==> src/rtl/line_track_pkg.sv <==
// Shared types and constants for the line centroid tracker.
// Holds the default frame geometry, the datapath widths, the band result
// record and the steering-error helper.
package line_track_pkg;

    localparam int IMG_W_DEF     = 320;
    localparam int IMG_H_DEF     = 240;
    localparam int N_BANDS_DEF   = 8;
    localparam int MIN_PIX_DEF   = 16;
    localparam int ROWS_PER_BAND = IMG_H_DEF / N_BANDS_DEF;

    localparam int SUM_W  = 22;
    localparam int CNT_W  = 14;
    localparam int CENT_W = 9;
    localparam int IDX_W  = 3;
    localparam int ERR_W  = 10;
    localparam int ADDR_W = 17;

    typedef struct packed {
        logic [IDX_W-1:0]  idx;
        logic              found;
        logic [CENT_W-1:0] centroid;
        logic [CNT_W-1:0]  count;
    } band_result_t;

    // Signed distance of a centroid from the image centre, 10-bit two's complement.
    function automatic logic [ERR_W-1:0] steer_err(input logic [CENT_W-1:0] cent,
                                                   input logic [CENT_W-1:0] ctr);
        steer_err = {1'b0, cent} - {1'b0, ctr};
    endfunction

endpackage

==> src/rtl/centroid_divider.sv <==
// Sequential restoring divider: sum / count -> 9-bit truncated quotient.
// One load cycle, then CENT_W iteration cycles; o_done pulses with the
// finished band result. A zero count takes the same number of cycles and
// reports the image centre with found cleared. A start while busy is ignored.
module centroid_divider
    import line_track_pkg::*;
#(
    parameter int IMG_W   = IMG_W_DEF,
    parameter int MIN_PIX = MIN_PIX_DEF
) (
    input  logic               clk,
    input  logic               rst_n,
    input  logic               i_start,
    input  logic [SUM_W-1:0]   i_sum,
    input  logic [CNT_W-1:0]   i_cnt,
    input  logic [IDX_W-1:0]   i_idx,
    output logic               o_busy,
    output logic               o_done,
    output band_result_t       o_result
);

    localparam logic [CENT_W-1:0] C_CENTER    = CENT_W'(IMG_W / 2);
    localparam logic [CNT_W-1:0]  C_MIN       = CNT_W'(MIN_PIX);
    localparam logic [3:0]        C_LAST_ITER = 4'(CENT_W - 1);

    logic              r_busy;
    logic              r_done;
    logic [SUM_W-1:0]  r_rem;
    logic [SUM_W-1:0]  r_dvs;
    logic [CENT_W-2:0] r_q;
    logic [3:0]        r_iter;
    logic [CNT_W-1:0]  r_cnt;
    logic [IDX_W-1:0]  r_idx;
    logic              r_zero;
    band_result_t      r_result;

    logic              w_ge;
    logic [SUM_W-1:0]  w_rem_sub;
    logic [CENT_W-1:0] w_q_next;

    // One restoring step: compare the remainder against the shifted divisor.
    always_comb begin
        w_ge      = (r_rem >= r_dvs);
        w_rem_sub = r_rem - r_dvs;
        w_q_next  = {r_q, w_ge};
    end

    // Load on start, iterate while busy, publish the result on the last step.
    always_ff @(posedge clk or negedge rst_n) begin
        if (!rst_n) begin
            r_busy   <= 1'b0;
            r_done   <= 1'b0;
            r_rem    <= {SUM_W{1'b0}};
            r_dvs    <= {SUM_W{1'b0}};
            r_q      <= {(CENT_W-1){1'b0}};
            r_iter   <= 4'd0;
            r_cnt    <= {CNT_W{1'b0}};
            r_idx    <= {IDX_W{1'b0}};
            r_zero   <= 1'b0;
            r_result <= '{idx: {IDX_W{1'b0}}, found: 1'b0,
                          centroid: {CENT_W{1'b0}}, count: {CNT_W{1'b0}}};
        end else begin
            r_done <= 1'b0;
            if (r_busy) begin
                if (w_ge) begin
                    r_rem <= w_rem_sub;
                end
                r_dvs  <= r_dvs >> 1;
                r_q    <= w_q_next[CENT_W-2:0];
                r_iter <= r_iter + 4'd1;
                if (r_iter == C_LAST_ITER) begin
                    r_busy   <= 1'b0;
                    r_done   <= 1'b1;
                    r_result <= '{idx: r_idx,
                                  found: (!r_zero) && (r_cnt >= C_MIN),
                                  centroid: r_zero ? C_CENTER : w_q_next,
                                  count: r_cnt};
                end
            end else if (i_start) begin
                r_busy <= 1'b1;
                r_rem  <= i_sum;
                r_dvs  <= SUM_W'(i_cnt) << (CENT_W - 1);
                r_q    <= {(CENT_W-1){1'b0}};
                r_iter <= 4'd0;
                r_cnt  <= i_cnt;
                r_idx  <= i_idx;
                r_zero <= (i_cnt == {CNT_W{1'b0}});
            end
        end
    end

    assign o_busy   = r_busy;
    assign o_done   = r_done;
    assign o_result = r_result;

endmodule

==> src/rtl/line_centroid_tracker.sv <==
// Per-band horizontal centroid of line pixels in a thresholded pixel stream.
// Tracks x / row-in-band / band from the pixel strobe, accumulates sum of x and
// pixel count per band, hands each closed band to centroid_divider and emits a
// band result plus a per-frame summary.
// Optional feature macro: LINE_TRACK_ERR_EN (frame steering error subtractor).
module line_centroid_tracker
    import line_track_pkg::*;
#(
    parameter int IMG_W   = IMG_W_DEF,
    parameter int IMG_H   = IMG_H_DEF,
    parameter int N_BANDS = N_BANDS_DEF,
    parameter int MIN_PIX = MIN_PIX_DEF
) (
    input  logic              cam_pclk,
    input  logic              nreset,
    input  logic              px_valid,
    input  logic [ADDR_W-1:0] px_addr,
    input  logic              px_bit,
    input  logic              frame_done,
    output logic              band_valid,
    output logic [IDX_W-1:0]  band_idx,
    output logic              band_found,
    output logic [CENT_W-1:0] band_centroid,
    output logic [CNT_W-1:0]  band_count,
    output logic              frame_valid,
    output logic [ERR_W-1:0]  frame_err,
    output logic              frame_short
);

    localparam int ROWS  = IMG_H / N_BANDS;
    localparam int X_W   = (IMG_W > 1) ? $clog2(IMG_W) : 1;
    localparam int ROW_W = (ROWS > 1) ? $clog2(ROWS) : 1;

    localparam logic [X_W-1:0]    C_X_LAST    = X_W'(IMG_W - 1);
    localparam logic [X_W-1:0]    C_X_ONE     = X_W'(1);
    localparam logic [ROW_W-1:0]  C_ROW_LAST  = ROW_W'(ROWS - 1);
    localparam logic [ROW_W-1:0]  C_ROW_ONE   = ROW_W'(1);
    localparam logic [IDX_W-1:0]  C_BAND_LAST = IDX_W'(N_BANDS - 1);
    localparam logic [IDX_W-1:0]  C_BAND_ONE  = IDX_W'(1);

    // position and accumulators
    logic [X_W-1:0]    r_x;
    logic [ROW_W-1:0]  r_row;
    logic [IDX_W-1:0]  r_band;
    logic [SUM_W-1:0]  r_sum;
    logic [CNT_W-1:0]  r_cnt;
    logic              r_active;
    // divider hand-off
    logic              r_start;
    logic [SUM_W-1:0]  r_ld_sum;
    logic [CNT_W-1:0]  r_ld_cnt;
    logic [IDX_W-1:0]  r_ld_idx;
    // registered outputs
    logic              r_band_valid;
    band_result_t      r_band_res;
    logic              r_frame_valid;
    logic              r_frame_short;

    logic              w_resync;
    logic [X_W-1:0]    w_base_x;
    logic [ROW_W-1:0]  w_base_row;
    logic [IDX_W-1:0]  w_base_band;
    logic [SUM_W-1:0]  w_base_sum;
    logic [CNT_W-1:0]  w_base_cnt;
    logic [SUM_W-1:0]  w_acc_sum;
    logic [CNT_W-1:0]  w_acc_cnt;
    logic              w_wrap;
    logic              w_close;
    logic              w_last_close;
    logic              w_load;
    logic [X_W-1:0]    w_x_nxt;
    logic [ROW_W-1:0]  w_row_nxt;
    logic [IDX_W-1:0]  w_band_nxt;
    logic [SUM_W-1:0]  w_sum_nxt;
    logic [CNT_W-1:0]  w_cnt_nxt;
    logic              w_active_nxt;
    logic              w_short;
    logic              w_div_busy;
    logic              w_div_done;
    band_result_t      w_div_res;

    // Resync on address 0, then accumulate the current pixel onto the base state.
    always_comb begin
        w_resync     = px_valid && (px_addr == {ADDR_W{1'b0}});
        w_base_x     = w_resync ? {X_W{1'b0}}   : r_x;
        w_base_row   = w_resync ? {ROW_W{1'b0}} : r_row;
        w_base_band  = w_resync ? {IDX_W{1'b0}} : r_band;
        w_base_sum   = w_resync ? {SUM_W{1'b0}} : r_sum;
        w_base_cnt   = w_resync ? {CNT_W{1'b0}} : r_cnt;
        w_acc_sum    = w_base_sum + ((px_valid && px_bit) ? SUM_W'(w_base_x) : {SUM_W{1'b0}});
        w_acc_cnt    = w_base_cnt + CNT_W'(px_valid && px_bit);
        w_wrap       = px_valid && (w_base_x == C_X_LAST);
        w_close      = w_wrap && (w_base_row == C_ROW_LAST);
        w_last_close = w_close && (w_base_band == C_BAND_LAST);
        w_load       = w_close && !w_div_busy && !r_start;
    end

    // Next position/accumulator state; frame_done overrides after the pixel is applied.
    always_comb begin
        w_x_nxt      = r_x;
        w_row_nxt    = r_row;
        w_band_nxt   = r_band;
        w_sum_nxt    = r_sum;
        w_cnt_nxt    = r_cnt;
        w_active_nxt = r_active;
        w_short      = 1'b0;
        if (px_valid) begin
            w_active_nxt = !w_last_close;
            if (w_close) begin
                w_x_nxt   = {X_W{1'b0}};
                w_row_nxt = {ROW_W{1'b0}};
                w_sum_nxt = {SUM_W{1'b0}};
                w_cnt_nxt = {CNT_W{1'b0}};
                if (w_last_close) begin
                    w_band_nxt = {IDX_W{1'b0}};
                end else begin
                    w_band_nxt = w_base_band + C_BAND_ONE;
                end
            end else if (w_wrap) begin
                w_x_nxt    = {X_W{1'b0}};
                w_row_nxt  = w_base_row + C_ROW_ONE;
                w_band_nxt = w_base_band;
                w_sum_nxt  = w_acc_sum;
                w_cnt_nxt  = w_acc_cnt;
            end else begin
                w_x_nxt    = w_base_x + C_X_ONE;
                w_row_nxt  = w_base_row;
                w_band_nxt = w_base_band;
                w_sum_nxt  = w_acc_sum;
                w_cnt_nxt  = w_acc_cnt;
            end
        end else begin
            w_active_nxt = r_active;
        end
        if (frame_done) begin
            w_short      = w_active_nxt;
            w_x_nxt      = {X_W{1'b0}};
            w_row_nxt    = {ROW_W{1'b0}};
            w_band_nxt   = {IDX_W{1'b0}};
            w_sum_nxt    = {SUM_W{1'b0}};
            w_cnt_nxt    = {CNT_W{1'b0}};
            w_active_nxt = 1'b0;
        end else begin
            w_short = 1'b0;
        end
    end

    // Position, accumulator and in-frame state registers.
    always_ff @(posedge cam_pclk or negedge nreset) begin
        if (!nreset) begin
            r_x      <= {X_W{1'b0}};
            r_row    <= {ROW_W{1'b0}};
            r_band   <= {IDX_W{1'b0}};
            r_sum    <= {SUM_W{1'b0}};
            r_cnt    <= {CNT_W{1'b0}};
            r_active <= 1'b0;
        end else begin
            r_x      <= w_x_nxt;
            r_row    <= w_row_nxt;
            r_band   <= w_band_nxt;
            r_sum    <= w_sum_nxt;
            r_cnt    <= w_cnt_nxt;
            r_active <= w_active_nxt;
        end
    end

    // Latch a closed band for the divider; it picks it up on the next edge.
    always_ff @(posedge cam_pclk or negedge nreset) begin
        if (!nreset) begin
            r_start  <= 1'b0;
            r_ld_sum <= {SUM_W{1'b0}};
            r_ld_cnt <= {CNT_W{1'b0}};
            r_ld_idx <= {IDX_W{1'b0}};
        end else begin
            r_start <= w_load;
            if (w_load) begin
                r_ld_sum <= w_acc_sum;
                r_ld_cnt <= w_acc_cnt;
                r_ld_idx <= w_base_band;
            end
        end
    end

    centroid_divider #(
        .IMG_W   (IMG_W),
        .MIN_PIX (MIN_PIX)
    ) u_div (
        .clk      (cam_pclk),
        .rst_n    (nreset),
        .i_start  (r_start),
        .i_sum    (r_ld_sum),
        .i_cnt    (r_ld_cnt),
        .i_idx    (r_ld_idx),
        .o_busy   (w_div_busy),
        .o_done   (w_div_done),
        .o_result (w_div_res)
    );

    // Band and frame strobes; band fields hold until the next result.
    always_ff @(posedge cam_pclk or negedge nreset) begin
        if (!nreset) begin
            r_band_valid  <= 1'b0;
            r_band_res    <= '{idx: {IDX_W{1'b0}}, found: 1'b0,
                               centroid: {CENT_W{1'b0}}, count: {CNT_W{1'b0}}};
            r_frame_valid <= 1'b0;
            r_frame_short <= 1'b0;
        end else begin
            r_band_valid  <= w_div_done;
            if (w_div_done) begin
                r_band_res <= w_div_res;
            end
            r_frame_valid <= r_band_valid && (r_band_res.idx == C_BAND_LAST);
            r_frame_short <= w_short;
        end
    end

`ifdef LINE_TRACK_ERR_EN
    logic [ERR_W-1:0] r_frame_err;

    // Steering error from the bottom band, held when that band is not found.
    always_ff @(posedge cam_pclk or negedge nreset) begin
        if (!nreset) begin
            r_frame_err <= {ERR_W{1'b0}};
        end else if (r_band_valid && (r_band_res.idx == C_BAND_LAST) && r_band_res.found) begin
            r_frame_err <= steer_err(r_band_res.centroid, CENT_W'(IMG_W / 2));
        end
    end

    assign frame_err = r_frame_err;
`else
    assign frame_err = {ERR_W{1'b0}};
`endif

    assign band_valid    = r_band_valid;
    assign band_idx      = r_band_res.idx;
    assign band_found    = r_band_res.found;
    assign band_centroid = r_band_res.centroid;
    assign band_count    = r_band_res.count;
    assign frame_valid   = r_frame_valid;
    assign frame_short   = r_frame_short;

endmodule

==> config.mk <==
export PLATFORM = sky130hd
export DESIGN_NAME = line_centroid_tracker
export DESIGN_NICKNAME = d
export VERILOG_FILES = /design/src/rtl/line_track_pkg.sv /design/src/rtl/centroid_divider.sv /design/src/rtl/line_centroid_tracker.sv
export SDC_FILE = /design/constraint.sdc
export NUM_CORES = 1
export LEC_CHECK = 0
export CORE_MARGIN = 3
export CORE_UTILIZATION = 40
export CTS_CLUSTER_SIZE = 10
export DETAILED_ROUTE_END_ITERATION = 6
export REMOVE_ABC_BUFFERS = 1
export SLEW_MARGIN = 15
export SYNTH_ARGS = -nofsm -noshare
export SYNTH_HDL_FRONTEND = slang
export SYNTH_SLANG_ARGS = --single-unit
==> constraint.sdc <==
create_clock -name cam_pclk -period 6 [get_ports cam_pclk]
set_input_delay 1.2 -clock cam_pclk [delete_from_list [all_inputs] [get_ports cam_pclk]]
set_output_delay 1.2 -clock cam_pclk [all_outputs]
set_load 0.05 [all_outputs]
==> summary.txt <==
Reports from this run.

- The destination of the worst register-to-register timing path is u_div.r_rem[2]$_DFFE_PN0P_.
- The vertical die dimension reads 179 µm.
- The number of enable-type register cells in the synthesized netlist reads 0.
- The sum of net half-perimeters after detailed placement reads 18.7 mm.
- The switching portion of total power is 22.1%.
- The data required time of the critical path reads 6.45 ns.
- The initial antenna violation count came to 0.
- The met1 track demand over resource reads 26.4%.
- The number of buffer and inverter stages on the critical path is 1.
- The top cell type by total area after synthesis reads sky130_fd_sc_hd__dfrtp_1.
- Looking at the global route congestion table, the highest-usage layer is met2.
- OpenROAD reports that the post-layout worst path occupies 78.1% of the period.
- The number of cells in the yosys synthesis report reads 1230.
- For met2 alone, demand over resource in global routing was 27.8%.
- The post-CTS repair timing setup buffer count reads 0.
- The top fanout value on the critical path reads 12.
- The CTS root buffer reads sky130_fd_sc_hd__clkbuf_16.
- The final tally of setup violations is 0.
- The signal on the critical path passes through clkdlybuf4s50_1 -> nor4b_1 -> nand2_1 -> or3_1 -> and3_1 -> ha_1 -> fa_1 -> a21o_1 -> a21oi_1 -> o21a_1 -> o21a_1 -> nor3_1 -> or4_1 -> o211ai_1.
- The flip-flop and latch count after synthesis is 227.
- The number of gates resized after CTS was 0.
- The reported net switching power reads 689 µW.
- The global placer's final weighted congestion reads 0.858.
- In this run, the combinational gates consume 3.2% of the power.
- Setup repair after global routing left no endpoint under its margin.
- The worst setup path is launched from an input port.
- The internal power consumption is 2420 µW.
- The instance count after placement with tap cells included reads 1622.
- The power density over the cells reads 229 nW/µm².
- The worst-case reg-to-reg setup slack stands at 2.67 ns.
- In the final layout, the fill cell count is 2759.
- The total inserted antenna cells is 0.
- The floorplan has 62 rows.
- The tightest hold path in the finished design has a slack of 0.466 ns.
- Per the synthesis report, the single largest cell type by area occupies 47.4% of cell area.
- Yosys attributes the largest share of cell area to sky130_fd_sc_hd__dfrtp_1 (47%), sky130_fd_sc_hd__nand2_1 (6.0%), sky130_fd_sc_hd__mux2_2 (5.5%).
- In the synthesis report, Yosys lists the chip area as 12000 µm².
- The flow reports an fmax of 0.213 GHz.
- In this run the horizontal extent of the chip is 179 µm.
- Total global-route track usage over all layers is 17.7%.
- Adding up every negative setup slack in the final design gives 0 ns.
- The sequential group share of total power reads 49.4%.
- The post-route core utilization reads 46.8%.
- The first-pass detailed-route iteration total reads 5.
- The maximum cell stage delay along the critical path is 0.48 ns.
- The cell family contributing the most delay on the critical path is simple AND/OR/NAND/NOR gates.
- The number of sinks driven by the clock tree reads 227.
- For this design, the CTS-stage hold fixing added 0 buffers.
- Once the floorplan was initialized, standard cells occupied 41.2% of the core.
- The flow ran to the end, and the final reports show no timing, DRC or antenna violations.
- In this run, CTS created clock tree buffers numbering 27.
- For the pin with the worst max-slew slack, the measured transition is 1.21 ns.
- The area taken by sequential standard cells is reported as 5680 µm².
- The placeable core region is 29100 µm².
- The count of cells in the finished layout, fillers not included, comes to 1656.
- The share of total power in the clock network is 47.4%.
- The number of distinct library cell variants in the gate-level netlist after synthesis is 74.
- The peak supply drop is 0.193 mV.
- The class of the most critical hold timing path is flip-flop to flip-flop.
- The launching element of the worst setup path is px_valid.
- The final global-route overflow total reads 0.
- The number of levels the H-tree was split into reads 1.
- The worst slew margin relative to its limit is 18.8%.
- The fraction of the yosys area taken by sequential cells is 47.4%.
- The hold path depth reads 2.
- Summing all multi-input logic gate instances after layout gives 5830 µm².
- The area of the die is 32100 µm².
- The critical path depth in cells is 14.
- The remaining number of nets flagged by the antenna check after routing is 0.
- The tally of yosys warning messages reads 0.
- Detailed routing placed a total of 12.4 mm of wire on met2.
- The routed length per instance reads 16.6 µm.
- According to the finish report, the design has a final net count of 1331.
- The stage logs contain a warning count of 29.
- The type of the setup path with the least slack is input port to flip-flop.
- The CTS tree reads built.
- The flip-flop count of the largest register, all copies and words added reads 27.
- The average size of a mapped cell is 9.74 µm².
- The met3 layer usage reported by global route reads 2.37%.
- The iteration-0 DRC count of the detailed router reads 609.
- The pin count of the biggest net entering global routing reads 106.
- The worst-case hold path end point is u_div.o_result[25]$_DFFE_PN0P_.
- The combined area of all synthesized cells is 12000 µm².
-- per-stage QoR --
stage               setup WS (ns)  area, µm²
floorplan                   0.516      11700
global placement            0.893      12800
detailed placement          0.753      12800
CTS                          1.30      13600
global route                 1.05      13600
finish                       1.31      13600
-- cells in the final DEF, fill, tap and decap left out, types with 24 or more instances in the layout --
master and instances:
sky130_fd_sc_hd__mux2i_1 24, sky130_fd_sc_hd__o21ai_0 108, sky130_fd_sc_hd__nand2_1 192, sky130_fd_sc_hd__clkbuf_16 27
sky130_fd_sc_hd__nor3_1 28, sky130_fd_sc_hd__dfrtp_1 225, sky130_fd_sc_hd__xnor2_1 29, sky130_fd_sc_hd__ha_1 40
sky130_fd_sc_hd__mux2_2 58, sky130_fd_sc_hd__clkdlybuf4s50_1 50, sky130_fd_sc_hd__inv_1 43, sky130_fd_sc_hd__nor2_1 55
sky130_fd_sc_hd__o31ai_1 28, sky130_fd_sc_hd__a21oi_1 51
-- cell families (layout without fill, tap and decap cells) --
logic type      after synthesis  after routing  share of synthesized area [%]
simple gates                429            429                           17.3
compound gates              278            278                           14.8
flops                       227            227                           47.4
buf+inv                     119            152                           4.29
mux                          89             89                           8.33
xor+xnor                     45             45                           3.29
fa+ha+maj                    42             42                           4.51
other cells                   1             10                         0.0313
-- power groups by stage --
stage | Clock, µW | Combinational [µW] | Sequential (µW)
CTS | 1510 | 103 | 1540
finish | 1470 | 100 | 1540
detailed placement | 0 | 102 | 1560
floorplan | 0 | 34.2 | 1570
global placement | 0 | 103 | 1560
global route | 1580 | 112 | 1540
-- Yosys cell counts (12+ instances only) --
| library cell | count |
|---|---|
| sky130_fd_sc_hd__buf_4 | 12 |
| sky130_fd_sc_hd__a21oi_1 | 51 |
| sky130_fd_sc_hd__inv_1 | 43 |
| sky130_fd_sc_hd__xor2_1 | 16 |
| sky130_fd_sc_hd__nor2_1 | 55 |
| sky130_fd_sc_hd__clkbuf_1 | 45 |
| sky130_fd_sc_hd__ha_1 | 40 |
| sky130_fd_sc_hd__nand2_1 | 192 |
| sky130_fd_sc_hd__dfrtp_1 | 227 |
| sky130_fd_sc_hd__nand2b_1 | 12 |
| sky130_fd_sc_hd__a22o_1 | 14 |
| sky130_fd_sc_hd__o21ai_0 | 108 |
| sky130_fd_sc_hd__o31ai_1 | 28 |
| sky130_fd_sc_hd__and2_1 | 21 |
| sky130_fd_sc_hd__and3_1 | 22 |
| sky130_fd_sc_hd__nor3_1 | 29 |
| sky130_fd_sc_hd__mux2_2 | 58 |
| sky130_fd_sc_hd__nand3_1 | 17 |
| sky130_fd_sc_hd__nor4_1 | 13 |
| sky130_fd_sc_hd__mux2i_1 | 24 |
| sky130_fd_sc_hd__nand4_1 | 12 |
| sky130_fd_sc_hd__xnor2_1 | 29 |
-- cell type report --
type,count,area share [%]
multi-input cells,893,42.8
repair buffers,73,5.00
well taps,384,3.53
clock inverters,2,0.184
inverters,45,1.24
flip-flops and latches,227,41.7
clock buffers,32,5.47
-- tightest hold or removal path, stage by stage (launching register included) --
cell	delay, ns
sky130_fd_sc_hd__dfrtp_1	0.34
sky130_fd_sc_hd__nand2_1	0.05
sky130_fd_sc_hd__nand2_1	0.05
==> images/port_nets.png <==
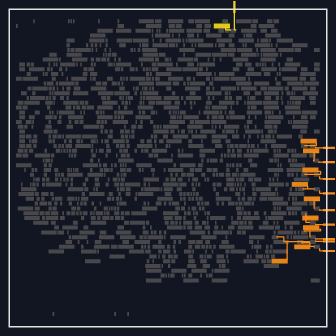
legend:
  yellow:
    port: band_valid
    direction: output
    edge: top
    end_cells: 1
    buffers: 1
    wire: 18.7 µm
  orange:
    port: band_centroid
    direction: output
    edge: right
    end_cells: 9
    buffers: 9
    wire: 159 µm
# port buffers: 51
number of top-level design ports: 62

==> images/drive_strength.png <==
Scale bar: 50 µm.
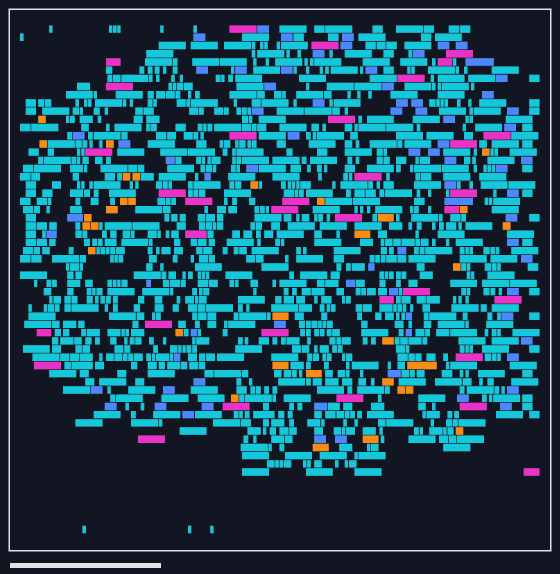
legend:
  cyan:
    size: drive 1 or less
    cells: 1130
    share: 89%
    most_used: dfrtp_1
  blue:
    size: drive 2
    cells: 75
    share: 5.9%
    most_used: mux2_2
  magenta:
    size: drive 6 and up
    cells: 34
    share: 2.7%
    most_used: clkbuf_16
  orange:
    size: drive 3 to 4
    cells: 33
    share: 2.6%
    most_used: buf_4

==> images/metal_stack.png <==
Scale bar: 50 µm.
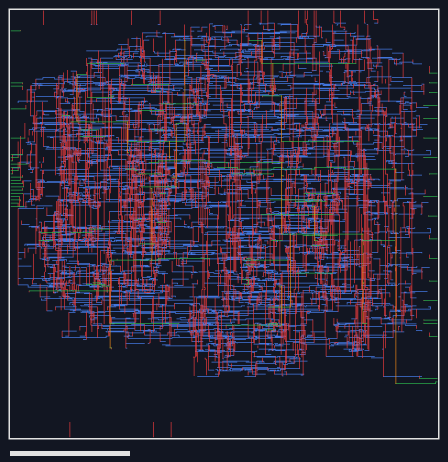
legend:
  red:
    layer: met2
    wire_length: 12400 µm
  green:
    layer: met3
    wire_length: 1020 µm
  blue:
    layer: met1
    wire_length: 13700 µm
  orange:
    layer: met4
    wire_length: 435 µm
final wirelength: 27.6 mm
Vias: 8980

==> images/final_clocks.png <==
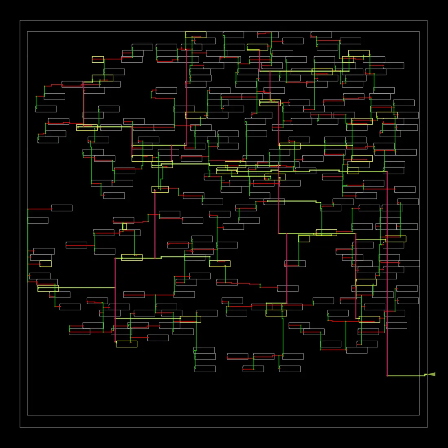
clock network power: 1470 µW
clock latency reported for the late side of the worst-skew pair: 0.54 ns

Power is estimated from default activity; no workload was simulated.
